$ cat src/rtl/countdown_pkg.sv
// Purpose: shared definitions for the countdown timer. This package holds the
//          FSM state encoding and the default count width.
// Ports:   none (package)
package countdown_pkg;

  localparam int DEFAULT_WIDTH = 4;

  typedef enum logic [1:0] {
    IDLE = 2'd0,
    RUN  = 2'd1,
    DONE = 2'd2
  } state_t;

endpackage : countdown_pkg

$ cat src/rtl/countdown_timer_if.sv
// Purpose: control and status bundle for countdown_timer.
// Ports (signals):
//   enable      - count-down qualifier
//   load        - parallel load strobe
//   parallel_in - load / reload value (WIDTH bits)
//   auto_reload - 1 = periodic mode, 0 = one-shot mode
//   cout        - current count (registered)
//   tc          - terminal-count pulse (registered, one cycle)
//   busy        - state is RUN
//   done        - state is DONE
// Modports: master drives the controls, slave is the timer.
interface countdown_timer_if #(
  parameter int WIDTH = countdown_pkg::DEFAULT_WIDTH
);

  logic             enable;
  logic             load;
  logic [WIDTH-1:0] parallel_in;
  logic             auto_reload;
  logic [WIDTH-1:0] cout;
  logic             tc;
  logic             busy;
  logic             done;

  modport master (
    output enable, load, parallel_in, auto_reload,
    input  cout, tc, busy, done
  );

  modport slave (
    input  enable, load, parallel_in, auto_reload,
    output cout, tc, busy, done
  );

endinterface : countdown_timer_if

$ cat src/rtl/countdown_timer.sv
// Purpose: loadable down-counter with one-shot and periodic modes. It emits
//          a registered terminal-count pulse each time the count expires.
// Ports:
//   clk   - single clock, rising edge
//   reset - asynchronous, active-high reset
//   bus   - countdown_timer_if.slave (controls in, cout/tc/busy/done out)
//
// state | meaning
// IDLE  | no count in progress (after reset or a load of 0)
// RUN   | counting down on enabled cycles
// DONE  | one-shot count expired; cout holds 0 until the next load
module countdown_timer
  import countdown_pkg::*;
#(
  parameter int WIDTH = DEFAULT_WIDTH
) (
  input  logic                clk,
  input  logic                reset,
  countdown_timer_if.slave    bus
);

  localparam logic [WIDTH-1:0] ONE = WIDTH'(1);

  state_t           r_state;
  state_t           w_state_nxt;
  logic [WIDTH-1:0] r_cout;
  logic [WIDTH-1:0] w_cout_nxt;
  logic [WIDTH-1:0] r_reload;
  logic [WIDTH-1:0] w_reload_nxt;
  logic             r_tc;
  logic             w_tc_nxt;

  always_ff @(posedge clk or posedge reset) begin
    if (reset) begin
      r_state  <= IDLE;
      r_cout   <= '0;
      r_reload <= '0;
      r_tc     <= 1'b0;
    end else begin
      r_state  <= w_state_nxt;
      r_cout   <= w_cout_nxt;
      r_reload <= w_reload_nxt;
      r_tc     <= w_tc_nxt;
    end
  end

  always_comb begin
    w_state_nxt  = r_state;
    w_cout_nxt   = r_cout;
    w_reload_nxt = r_reload;
    w_tc_nxt     = 1'b0;

    if (bus.load) begin
      // A load overrides everything, including a coincident terminal count.
      w_cout_nxt   = bus.parallel_in;
      w_reload_nxt = bus.parallel_in;
      w_state_nxt  = (bus.parallel_in != '0) ? RUN : IDLE;
    end else begin
      unique case (r_state)
        RUN: begin
          if (bus.enable) begin
            if (r_cout > ONE) begin
              w_cout_nxt = r_cout - ONE;
            end else begin
              // RUN is only reached with a non-zero count, so this branch is
              // the expiry step (cout == 1).
              w_tc_nxt = 1'b1;
              if (bus.auto_reload) begin
                w_cout_nxt = r_reload;
              end else begin
                w_cout_nxt  = '0;
                w_state_nxt = DONE;
              end
            end
          end
        end
        IDLE, DONE: begin
          w_state_nxt = r_state;
        end
        default: begin
          w_state_nxt = IDLE;
        end
      endcase
    end
  end

  assign bus.cout = r_cout;
  assign bus.tc   = r_tc;
  assign bus.busy = (r_state == RUN);
  assign bus.done = (r_state == DONE);

endmodule : countdown_timer

$ cat src/flat_wrapper.sv
// flat-port wrapper written by rule: the top's interface ports become plain ports
module countdown_timer_flat import countdown_pkg::*;
#(
  parameter int WIDTH = DEFAULT_WIDTH
)
  (clk, reset, bus_enable, bus_load, bus_parallel_in, bus_auto_reload, bus_cout, bus_tc, bus_busy, bus_done);
  countdown_timer_if #(.WIDTH(WIDTH)) bus_i ();
  input  logic clk;
  input  logic reset;
  input wire logic [$bits(bus_i.enable)-1:0] bus_enable;
  input wire logic [$bits(bus_i.load)-1:0] bus_load;
  input wire logic [$bits(bus_i.parallel_in)-1:0] bus_parallel_in;
  input wire logic [$bits(bus_i.auto_reload)-1:0] bus_auto_reload;
  output wire logic [$bits(bus_i.cout)-1:0] bus_cout;
  output wire logic [$bits(bus_i.tc)-1:0] bus_tc;
  output wire logic [$bits(bus_i.busy)-1:0] bus_busy;
  output wire logic [$bits(bus_i.done)-1:0] bus_done;
  assign bus_i.enable = bus_enable;
  assign bus_i.load = bus_load;
  assign bus_i.parallel_in = bus_parallel_in;
  assign bus_i.auto_reload = bus_auto_reload;
  assign bus_cout = bus_i.cout;
  assign bus_tc = bus_i.tc;
  assign bus_busy = bus_i.busy;
  assign bus_done = bus_i.done;
  countdown_timer #(.WIDTH(WIDTH)) u_core (.clk(clk), .reset(reset), .bus(bus_i));
endmodule
$ cat config.mk
export PLATFORM = sky130hd
export DESIGN_NAME = countdown_timer_flat
export DESIGN_NICKNAME = d
export VERILOG_FILES = /design/src/rtl/countdown_pkg.sv /design/src/rtl/countdown_timer_if.sv /design/src/rtl/countdown_timer.sv /design/src/flat_wrapper.sv
export SDC_FILE = /design/constraint.sdc
export NUM_CORES = 1
export LEC_CHECK = 0
export CAP_MARGIN = 40
export CORE_AREA = 2 2 39 41
export DETAILED_ROUTE_END_ITERATION = 10
export DIE_AREA = 0 0 41 43
export GPL_TIMING_DRIVEN = 0
export PLACE_DENSITY = 0.85
export SLEW_MARGIN = 10
export SYNTH_ARGS = -nofsm -noshare
export SYNTH_HDL_FRONTEND = slang
export SYNTH_SLANG_ARGS = --single-unit
$ cat constraint.sdc
create_clock -name clk -period 3.8 [get_ports clk]
set_input_delay 0.76 -clock clk [delete_from_list [all_inputs] [get_ports clk]]
set_output_delay 0.76 -clock clk [all_outputs]
set_load 0.05 [all_outputs]
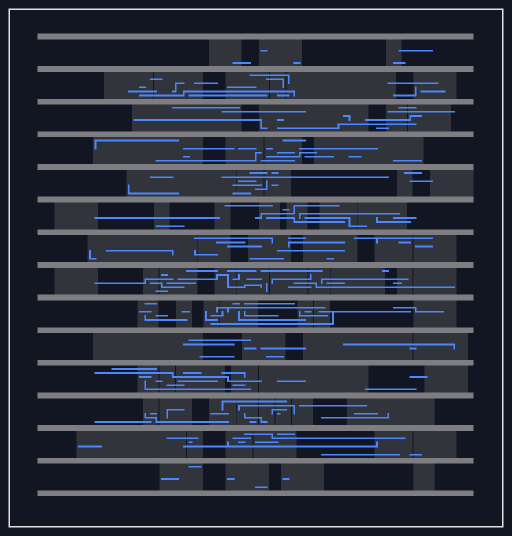
Figure 1: M1 wires.
Scale: 12 px per µm. Supply wires on this layer in gray.
longest straight run: 16.1 µm
nets with wire on the layer: 78

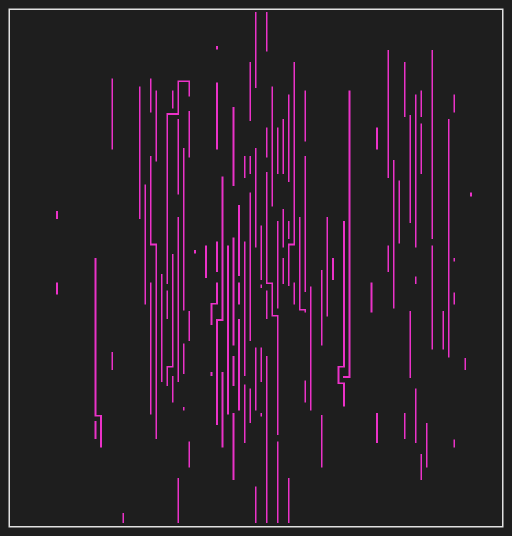
Figure 2: signal wires on met2.
Scale: 12 px per µm.
nets with wire on the layer: 79
main direction: vertical
wire length on this layer: 693 µm
longest straight run: 23.8 µm
share of all routed wire: 49%

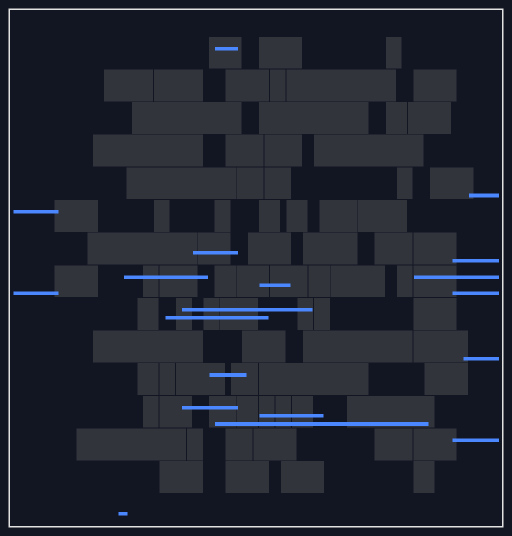
Figure 3: M3 wires.
Scale: 12 px per µm.
share of all routed wire: 6.6%
main direction: horizontal
nets with wire on the layer: 16
longest straight run: 17.5 µm

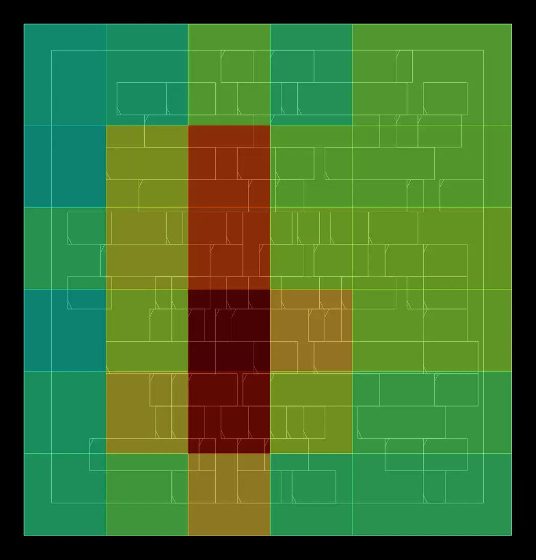
Figure 4: congestion heat map.
Most Crowded Layer GR: met2
GR met2 Demand/Resource: 31.9%
routed wire length per instance: 14.6 µm
GR Layer Usage met1: 23.7%
global-route usage over all layers: 20.5%

==> flow_metrics.env <==
# source this file to load flow results
export IMPL_dp_slack_ps=1620
export IMPL_path_max_fanout=4
export IMPL_seqAreaFraction_pct=33.6
export IMPL_critPathBufInv=1
export IMPL_ys_flops=11
export IMPL_ys_types=29
export IMPL_status="finished clean"
export IMPL_power_frac_seq_pct=43.6
export IMPL_syn_inst=61
export IMPL_clk_pin_slew_ps=70
export IMPL_p_sw_uw=110
export IMPL_clkPwrFrac_pct=25.7
export IMPL_path_class="register to output port"
export IMPL_crit_chain="nor2b_1 -> clkdlybuf4s50_1"
export IMPL_n_all_inverters=6
export IMPL_dr_pass1_iters=4
export IMPL_nNetsFinal=92
export IMPL_ff_type="dfrtp_1"
export IMPL_ir_drop_mv=0.182
export IMPL_crit_required_ps=3040
export IMPL_min_period_ps=2470
export IMPL_postCtsSetupBuffers=0
export IMPL_die_w_um=41
export IMPL_common_cells="11 x dfrtp_1, 6 x inv_1, 4 x nand2_1, 4 x nor2_1, 4 x o21ai_0"
export IMPL_critPathSlowestCell="clkdlybuf4s50_1"
-- final timing paths --
| path | endpoint | from | depth (start not counted) |
|---|---|---|---|
| min in group asynchronous | u_core.r_reload[0]$_DFFE_PP0P_ | reset | 2 |
| worst max register to register | u_core.bus.cout[1]$_DFFE_PP0P_ | u_core.bus.cout[0]$_DFFE_PP0P_ | 6 |
| worst max-delay path | bus_busy | u_core.r_state[0]$_DFFE_PP0P_ | 2 |
| worst min-delay path | u_core.r_reload[3]$_DFFE_PP0P_ | u_core.r_reload[3]$_DFFE_PP0P_ | 1 |
| max in group asynchronous | u_core.bus.tc$_DFF_PP0_ | reset | 2 |
| worst min register to register | u_core.r_reload[3]$_DFFE_PP0P_ | u_core.r_reload[3]$_DFFE_PP0P_ | 1 |
